Run 1, the metal 1 layer:
The bar under the picture is 20 um long. Cells faint in the background.
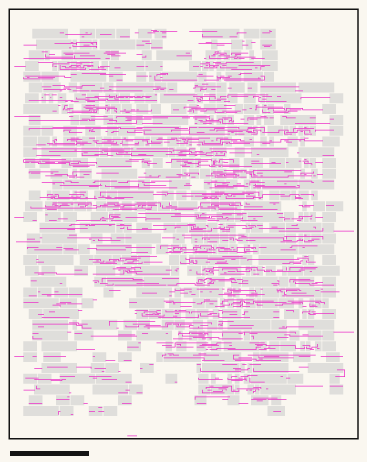
Run 1, met2 routing:
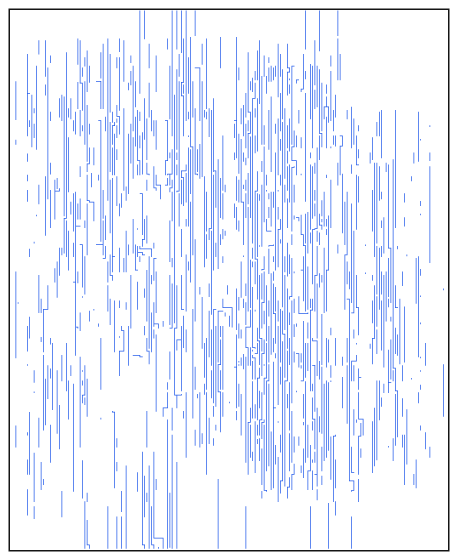
Run 1, met3 routing:
The bar under the picture is 20 um long.
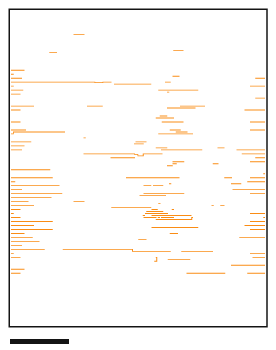
### src/rtl/log_ctrl_pkg.sv
// Shared encodings and default sizing for the capture-buffer controller.
package log_ctrl_pkg;

    localparam int unsigned RAM_DEPTH_DEFAULT = 32768;
    localparam int unsigned N_DELAY_DEFAULT   = 500;

    typedef enum logic [2:0] {
        ST_IDLE    = 3'd0,
        ST_ARMED   = 3'd1,
        ST_HOLDOFF = 3'd2,
        ST_CAPTURE = 3'd3,
        ST_DONE    = 3'd4
    } state_t;

    typedef enum logic [1:0] {
        TRIG_IMMEDIATE = 2'd0,
        TRIG_EDGE      = 2'd1,
        TRIG_LEVEL     = 2'd2,
        TRIG_RESERVED  = 2'd3
    } trig_mode_t;

endpackage

### src/rtl/log_capture_ctrl.sv
// Arm/trigger/holdoff/capture controller that drives the write and readout
// ports of a single-port log RAM so the two never collide.
module log_capture_ctrl
    import log_ctrl_pkg::*;
#(
    parameter int unsigned RAM_DEPTH = RAM_DEPTH_DEFAULT,
    parameter int unsigned N_DELAY   = N_DELAY_DEFAULT,
    localparam int unsigned AW       = $clog2(RAM_DEPTH)
) (
    input  logic          clk,
    input  logic          i_reset,
    input  logic          i_arm,
    input  logic          i_abort,
    input  logic [1:0]    i_trig_mode,
    input  logic          i_trigger,
    input  logic          i_sample_valid,
    input  logic [AW:0]   i_length,
    input  logic          i_rd_req,
    input  logic [AW-1:0] i_rd_adrs,
    output logic          o_wr_en,
    output logic [AW-1:0] o_wr_adrs,
    output logic          o_rd_en,
    output logic [AW-1:0] o_rd_adrs,
    output logic [2:0]    o_state,
    output logic          o_busy,
    output logic          o_done,
    output logic [AW:0]   o_count
);

    localparam int unsigned LW        = AW + 1;
    localparam int unsigned HW        = (N_DELAY < 2) ? 1 : $clog2(N_DELAY);
    localparam int unsigned HOLD_LAST = (N_DELAY == 0) ? 0 : N_DELAY - 1;

    state_t          r_state;
    state_t          w_next_state;
    logic            r_trig_prev;
    logic [LW-1:0]   r_len;
    logic [LW-1:0]   r_count;
    logic [HW-1:0]   r_hold_cnt;
    logic            r_wr_en;
    logic [AW-1:0]   r_wr_adrs;
    logic            r_rd_en;
    logic [AW-1:0]   r_rd_adrs;
    logic            r_busy;
    logic            r_done;

    logic            w_trig_hit;
    logic [LW-1:0]   w_len_eff;
    logic            w_arm_ok;
    logic            w_hold_done;
    logic            w_wr_fire;
    logic            w_last_wr;
    logic            w_rd_fire;
    logic            w_idle_or_done;

    // State register
    always_ff @(posedge clk or negedge i_reset) begin
        if (!i_reset) begin
            r_state <= ST_IDLE;
        end else begin
            r_state <= w_next_state;
        end
    end

    // Next-state logic; abort overrides every transition including arm
    always_comb begin
        w_next_state = r_state;
        if (i_abort) begin
            w_next_state = ST_IDLE;
        end else begin
            case (r_state)
                ST_IDLE, ST_DONE: begin
                    if (i_arm) w_next_state = ST_ARMED;
                end
                ST_ARMED: begin
                    if (w_trig_hit) w_next_state = (N_DELAY == 0) ? ST_CAPTURE : ST_HOLDOFF;
                end
                ST_HOLDOFF: begin
                    if (w_hold_done) w_next_state = ST_CAPTURE;
                end
                ST_CAPTURE: begin
                    if (w_wr_fire && w_last_wr) w_next_state = ST_DONE;
                end
                default: w_next_state = ST_IDLE;
            endcase
        end
    end

    // Control decode feeding the registered outputs and counters
    always_comb begin
        w_trig_hit     = 1'b1;
        w_len_eff      = i_length;
        w_idle_or_done = (r_state == ST_IDLE) || (r_state == ST_DONE);
        w_arm_ok       = 1'b0;
        w_hold_done    = 1'b0;
        w_wr_fire      = 1'b0;
        w_last_wr      = 1'b0;
        w_rd_fire      = 1'b0;

        case (trig_mode_t'(i_trig_mode))
            TRIG_EDGE:  w_trig_hit = i_trigger & ~r_trig_prev;
            TRIG_LEVEL: w_trig_hit = i_trigger;
            default:    w_trig_hit = 1'b1;
        endcase

        if ((i_length == '0) || (i_length > LW'(RAM_DEPTH))) begin
            w_len_eff = LW'(RAM_DEPTH);
        end

        w_arm_ok    = i_arm & ~i_abort & w_idle_or_done;
        w_hold_done = (r_state == ST_HOLDOFF) & i_sample_valid &
                      (r_hold_cnt == HW'(HOLD_LAST));
        w_wr_fire   = (r_state == ST_CAPTURE) & i_sample_valid & ~i_abort;
        w_last_wr   = ((r_count + LW'(1)) == r_len);
        w_rd_fire   = i_rd_req & w_idle_or_done;
    end

    // Counters, trigger history and registered RAM port signals
    always_ff @(posedge clk or negedge i_reset) begin
        if (!i_reset) begin
            r_trig_prev <= 1'b0;
            r_len       <= '0;
            r_count     <= '0;
            r_hold_cnt  <= '0;
            r_wr_en     <= 1'b0;
            r_wr_adrs   <= '0;
            r_rd_en     <= 1'b0;
            r_rd_adrs   <= '0;
            r_busy      <= 1'b0;
            r_done      <= 1'b0;
        end else begin
            r_trig_prev <= i_trigger;
            r_wr_en     <= w_wr_fire;
            r_rd_en     <= w_rd_fire;
            r_rd_adrs   <= i_rd_adrs;
            r_busy      <= (w_next_state == ST_ARMED) || (w_next_state == ST_HOLDOFF) ||
                           (w_next_state == ST_CAPTURE);
            r_done      <= (w_next_state == ST_DONE);

            if (w_arm_ok) begin
                r_len     <= w_len_eff;
                r_count   <= '0;
                r_wr_adrs <= '0;
            end

            // r_count doubles as the write pointer; the FSM leaves CAPTURE
            // on the last write so it never reaches a wrapping value
            if (w_wr_fire) begin
                r_wr_adrs <= r_count[AW-1:0];
                r_count   <= r_count + LW'(1);
            end

            if (r_state == ST_ARMED) begin
                r_hold_cnt <= '0;
            end else if ((r_state == ST_HOLDOFF) && i_sample_valid) begin
                r_hold_cnt <= r_hold_cnt + HW'(1);
            end
        end
    end

    assign o_wr_en   = r_wr_en;
    assign o_wr_adrs = r_wr_adrs;
    assign o_rd_en   = r_rd_en;
    assign o_rd_adrs = r_rd_adrs;
    assign o_state   = r_state;
    assign o_busy    = r_busy;
    assign o_done    = r_done;
    assign o_count   = r_count;

endmodule

### config.mk
export PLATFORM = sky130hd
export DESIGN_NAME = log_capture_ctrl
export DESIGN_NICKNAME = d
export VERILOG_FILES = /design/src/rtl/log_ctrl_pkg.sv /design/src/rtl/log_capture_ctrl.sv
export SDC_FILE = /design/constraint.sdc
export NUM_CORES = 1
export LEC_CHECK = 0
export CORE_ASPECT_RATIO = 1.25
export CORE_MARGIN = 3
export CORE_UTILIZATION = 45
export DETAILED_ROUTE_END_ITERATION = 8
export PLACE_DENSITY = 0.76
export SETUP_SLACK_MARGIN = 0.5
export SLEW_MARGIN = 5
export SYNTH_ARGS = -nofsm -noshare
export SYNTH_HDL_FRONTEND = slang
export SYNTH_SLANG_ARGS = --single-unit
### constraint.sdc
create_clock -name clk -period 2.2 [get_ports clk]
set_input_delay 0.44 -clock clk [delete_from_list [all_inputs] [get_ports clk]]
set_output_delay 0.44 -clock clk [all_outputs]
set_load 0.005 [all_outputs]
==> flow_summary.yaml, run 1 <==
# flow metrics
yosys:
  synth_chip_area_mm2: 0.00374
  synth_seq_share_pct: 52.8
  ys_ff: 79
  top_area_share_pct: 52.8
  flop_cell: "dfrtp_1"
  yosys_warnings: 0
  top_cells_by_area: "dfrtp_1 (53%), nand2_1 (5.5%), a22o_1 (3.7%)"
place:
  dpl.cell_count: 570
  io_buffers: 92
  place_congestion: 0.922
  dp_hpwl_um: 7100
layout:
  regArea_mm2: 0.00199
  area_growth_pct: 55.0
  fill_cells: 575
  comb_area_mm2: 0.00182
job:
  max-cap-violations: 0
pwr:
  p_per_area_mw_per_mm2: 557
  p_leak_nw: 2.86
  peakVddDrop_mv: 0.461
clocking:
  cts.clk_slew.worst_paths_ps: 80
  htree_levels: 3
  cts_tree: "built"
detailed_routing:
  ant_nets: 0
  via_per_inst: 5.58
  wl_um: 10700
  dr.pass1.iters: 7
worst_setup_path:
  worstSetupPathType: "reg -> reg"
  crit_path_start_kind: "flop"
worst_hold_path:
  hp-class: "in -> reg"
sta:
  timing.hold.ws_ps: 395
  worst_pin_slew_ps: 586
grt:
  grt_pass1_vias: 3655
  track_usage_pct: 23.7
run_status:
  status: "completed"
floorplan:
  pin_count: 93
About 'the metal 1 layer':
longest straight run	26.7 um
nets with wire on the layer	510
main direction	horizontal

About 'met2 routing':
main direction	vertical
wire length on this layer	5490 um

About 'met3 routing':
wire length on this layer	795 um
longest straight run	28.5 um
nets with wire on the layer	99
main direction	horizontal
share of all routed wire	7.5%

## run 1: critical path: stages, from the launching register on
cell,delay [ps]
dfrtp_2,440
ha_4,200
buf_4,130
and4_2,260
nor3_1,210
a41oi_1,80
a221oi_2,360
nor3b_2,250
a21oi_1,90
## run 1: sequential cells by signal, summed over array words and instances (netlist names)
name         count
o_count         16
r_len           16
o_rd_adrs       15
o_wr_adrs       15
r_hold_cnt       9
o_state          3
o_busy           1
o_done           1
o_rd_en          1
o_wr_en          1
r_trig_prev      1
## run 1: cells in the final DEF (no fill, tap or decap), types with 5 or more instances in the layout
master / count
dfrtp_1: 68
nand3_1: 24
o21ai_1: 17
buf_6: 26
dfrtp_2: 11
a22o_1: 16
a31oi_1: 5
o21ai_0: 7
nor3_1: 5
xor2_1: 11
dlygate4sd2_1: 17
xnor2_1: 11
clkdlybuf4s50_1: 56
o31ai_1: 6
buf_4: 58
nand2_1: 52
dlymetal6s2s_1: 11
nor2_1: 23
a21oi_1: 6
clkbuf_8: 9
nor4_2: 6
nand4_1: 6
## run 1: stage by stage
step	TNS [ps]	power (mW)
detailed placement	-7630	2.15
global route	-222	3.38
finish	0	3.23
global placement	-6090	2.13
floorplan	0	1.90
CTS	0	3.24
## run 1: kinds of logic after synthesis
| family | after synthesis | synth area share, % |
|---|---|---|
| flops | 79 | 52.8 |
| fa+ha+maj | 4 | 1.34 |
| buf+inv | 23 | 2.81 |
| xor+xnor | 25 | 5.85 |
| mux | 2 | 0.568 |
| compound gates | 76 | 14.0 |
| simple gates | 159 | 22.6 |
## run 1: path summary, 6_finish.rpt
check,start,to,slack (ps),depth (start not counted)
worst max-delay path,o_count[0]$_DFFE_PN0P_,o_busy$_DFF_PN0_,60,8
worst min-delay path,i_length[0],r_len[0]$_DFFE_PN0P_,390,2
worst max register to register,o_count[0]$_DFFE_PN0P_,o_busy$_DFF_PN0_,60,8
worst min register to register,o_wr_adrs[9]$_DFFE_PN0P_,o_wr_adrs[9]$_DFFE_PN0P_,500,2
max in group asynchronous,i_reset,o_count[3]$_DFFE_PN0P_,1070,3
min in group asynchronous,i_reset,o_wr_adrs[10]$_DFFE_PN0P_,460,2
## run 1: layer usage
| layer | share of wire [%] | vias up | GRT usage (%) |
|---|---|---|---|
| met2 | 52 | 164 | 39.3 |
| met1 | 38 | 1704 | 28.2 |
| met5 | 0 | - | 0 |
| li1 | - | 1663 | - |
| met3 | 7.5 | 35 | 6.10 |
| met4 | 3.2 | 0 | 12.0 |
## run 1: power by group
| part | internal [mW] | switching, mW |
|---|---|---|
| combinational | 0.299 | 0.241 |
| clock | 0.530 | 0.542 |
| sequential | 1.54 | 0.0817 |
| total | 2.37 | 0.865 |
## run 1: area by class of cell
type	instances	share of cell area [%]
flip-flops and latches	79	34.3
clock buffers	10	2.20
clock inverters	6	1.19
inverters	5	0.367
multi-input cells	267	31.4
repair buffers	177	28.5
well taps	95	2.05
## run 1: timing repair
action	CTS	global route
hold endpoints to repair	11	0
resized	82	37
gates cloned	1	0
pin swaps	15	12
endpoints found under the setup margin	57	69
hold buffers	1	0
setup buffers	36	15
## Run 2: what changed since run 1
- CAP_MARGIN: unset -> 0
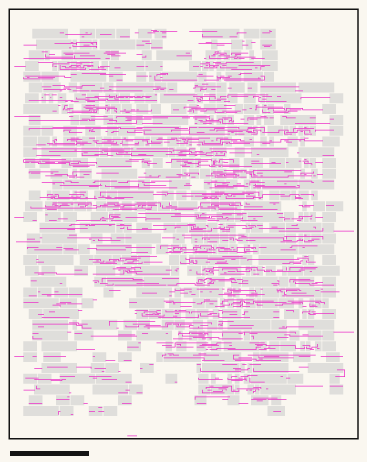
Run 2: the metal 1 layer
The bar under the picture is 20 um long. Cells faint in the background.
wire length on this layer	4030 um
share of all routed wire	38%
longest straight run	26.7 um
nets with wire on the layer	510

==> run 2 against run 1 <==
Against the previous run:
- sequential share of layout area stayed put
- core utilization is the same
- non-clock buffer count stayed put
- setup slack unchanged
- worst hold slack unchanged
- combinational power barely moved
- largest cell class unchanged
==> flow_summary.yaml, run 2 <==
# flow metrics
run_status:
  status: "completed"
clocking:
  cts.clk_slew.worst_paths_ps: 80
  htree_levels: 3
pwr:
  combPwrFrac_pct: 16.7
  p_per_area_mw_per_mm2: 557
  clkPwrFrac_pct: 33.2
  seq_power_share_pct: 50.2
  swShare_pct: 26.7
grt:
  track_usage_pct: 23.7
yosys:
  ys_sh_simple_pct: 22.6
  flop_cell: "dfrtp_1"
  synth_chip_area_mm2: 0.00374
  synth_seq_share_pct: 52.8
worst_setup_path:
  crit_path_start_kind: "flop"
  worstSetupPathType: "reg -> reg"
layout:
  comb_area_mm2: 0.00182
  fill_cells: 575
  layout_top_cells: "dfrtp_1 (68), buf_4 (58), clkdlybuf4s50_1 (56)"
job:
  max-cap-violations: 0
place:
  io_buffers: 92
  dp_hpwl_um: 7100
floorplan:
  pin_count: 93
worst_hold_path:
  hp-class: "in -> reg"
detailed_routing:
  via_per_inst: 5.58
  wl_um: 10700
run 2: cell counts in the layout (fill, tap and decap cells not counted):
Identical to the previous run, type by type.
run 2: area by class of cell:
class / instances / share of cell area [%]
timing repair buffer: 177 / 28.5
inverter: 5 / 0.367
tap: 95 / 2.05
clock inverter: 6 / 1.19
multi-input combinational: 267 / 31.4
sequential: 79 / 34.3
clock buffer: 10 / 2.20
run 2: worst paths after layout:
kind / cells after the start / endpoint / start / slack (ps)
hold reg to reg: 2 / o_wr_adrs[9]$_DFFE_PN0P_ / o_wr_adrs[9]$_DFFE_PN0P_ / 500
hold / removal: 2 / r_len[0]$_DFFE_PN0P_ / i_length[0] / 390
max in group asynchronous: 3 / o_count[3]$_DFFE_PN0P_ / i_reset / 1070
min in group asynchronous: 2 / o_wr_adrs[10]$_DFFE_PN0P_ / i_reset / 460
setup reg to reg: 8 / o_busy$_DFF_PN0_ / o_count[0]$_DFFE_PN0P_ / 60
setup / recovery: 8 / o_busy$_DFF_PN0_ / o_count[0]$_DFFE_PN0P_ / 60
run 2: cells by family (layout without fill, tap and decap cells):
| kind of cell | count (synthesis) | in the layout |
|---|---|---|
| compound gates | 76 | 76 |
| xor+xnor | 25 | 25 |
| fa+ha+maj | 4 | 4 |
| buf+inv | 23 | 198 |
| flops | 79 | 79 |
| mux | 2 | 2 |
| simple gates | 159 | 160 |
run 2: worst register-to-register path, delay by kind of cell, from the launching register on:
family | cells | cell delay [ps]
and+or+nand+nor | 3 | 720
adders and majority gates | 1 | 200
DFF | 1 | 440
AOI/OAI and AO/OA | 3 | 530
buffers and inverters | 1 | 130
run 2: per-stage QoR:
stage | setup WS [ps] | hold WS, ps | power (mW)
floorplan | 223 | 144 | 1.90
global placement | -379 | 293 | 2.13
detailed placement | -465 | 297 | 2.15
CTS | 113 | 436 | 3.24
global route | -76.0 | 389 | 3.38
finish | 58.2 | 395 | 3.23
run 2: metal layers:
layer	GRT usage [%]	share of wire (%)
met1	28.2	38
met2	39.3	52
met3	6.10	7.5
met4	12.0	3.2
met5	0	0
run 2: power by group through the flow:
stage / clock network, mW / logic (mW) / registers, mW
after global placement: 0 / 0.487 / 1.64
final: 1.07 / 0.540 / 1.62
after detailed placement: 0 / 0.500 / 1.65
after floorplan: 0 / 0.267 / 1.63
after global routing: 1.16 / 0.592 / 1.63
after CTS: 1.09 / 0.522 / 1.62
run 2: timing repair:
item | 4_1_cts | 5_1_grt
hold buffers | 1 | 0
gates cloned | 1 | 0
resized | 82 | 37
hold endpoints to repair | 11 | 0
setup buffers | 36 | 15
endpoints found under the setup margin | 57 | 69
pin swaps | 15 | 12
No activity file was given, so power comes from the tool's default toggle rates.
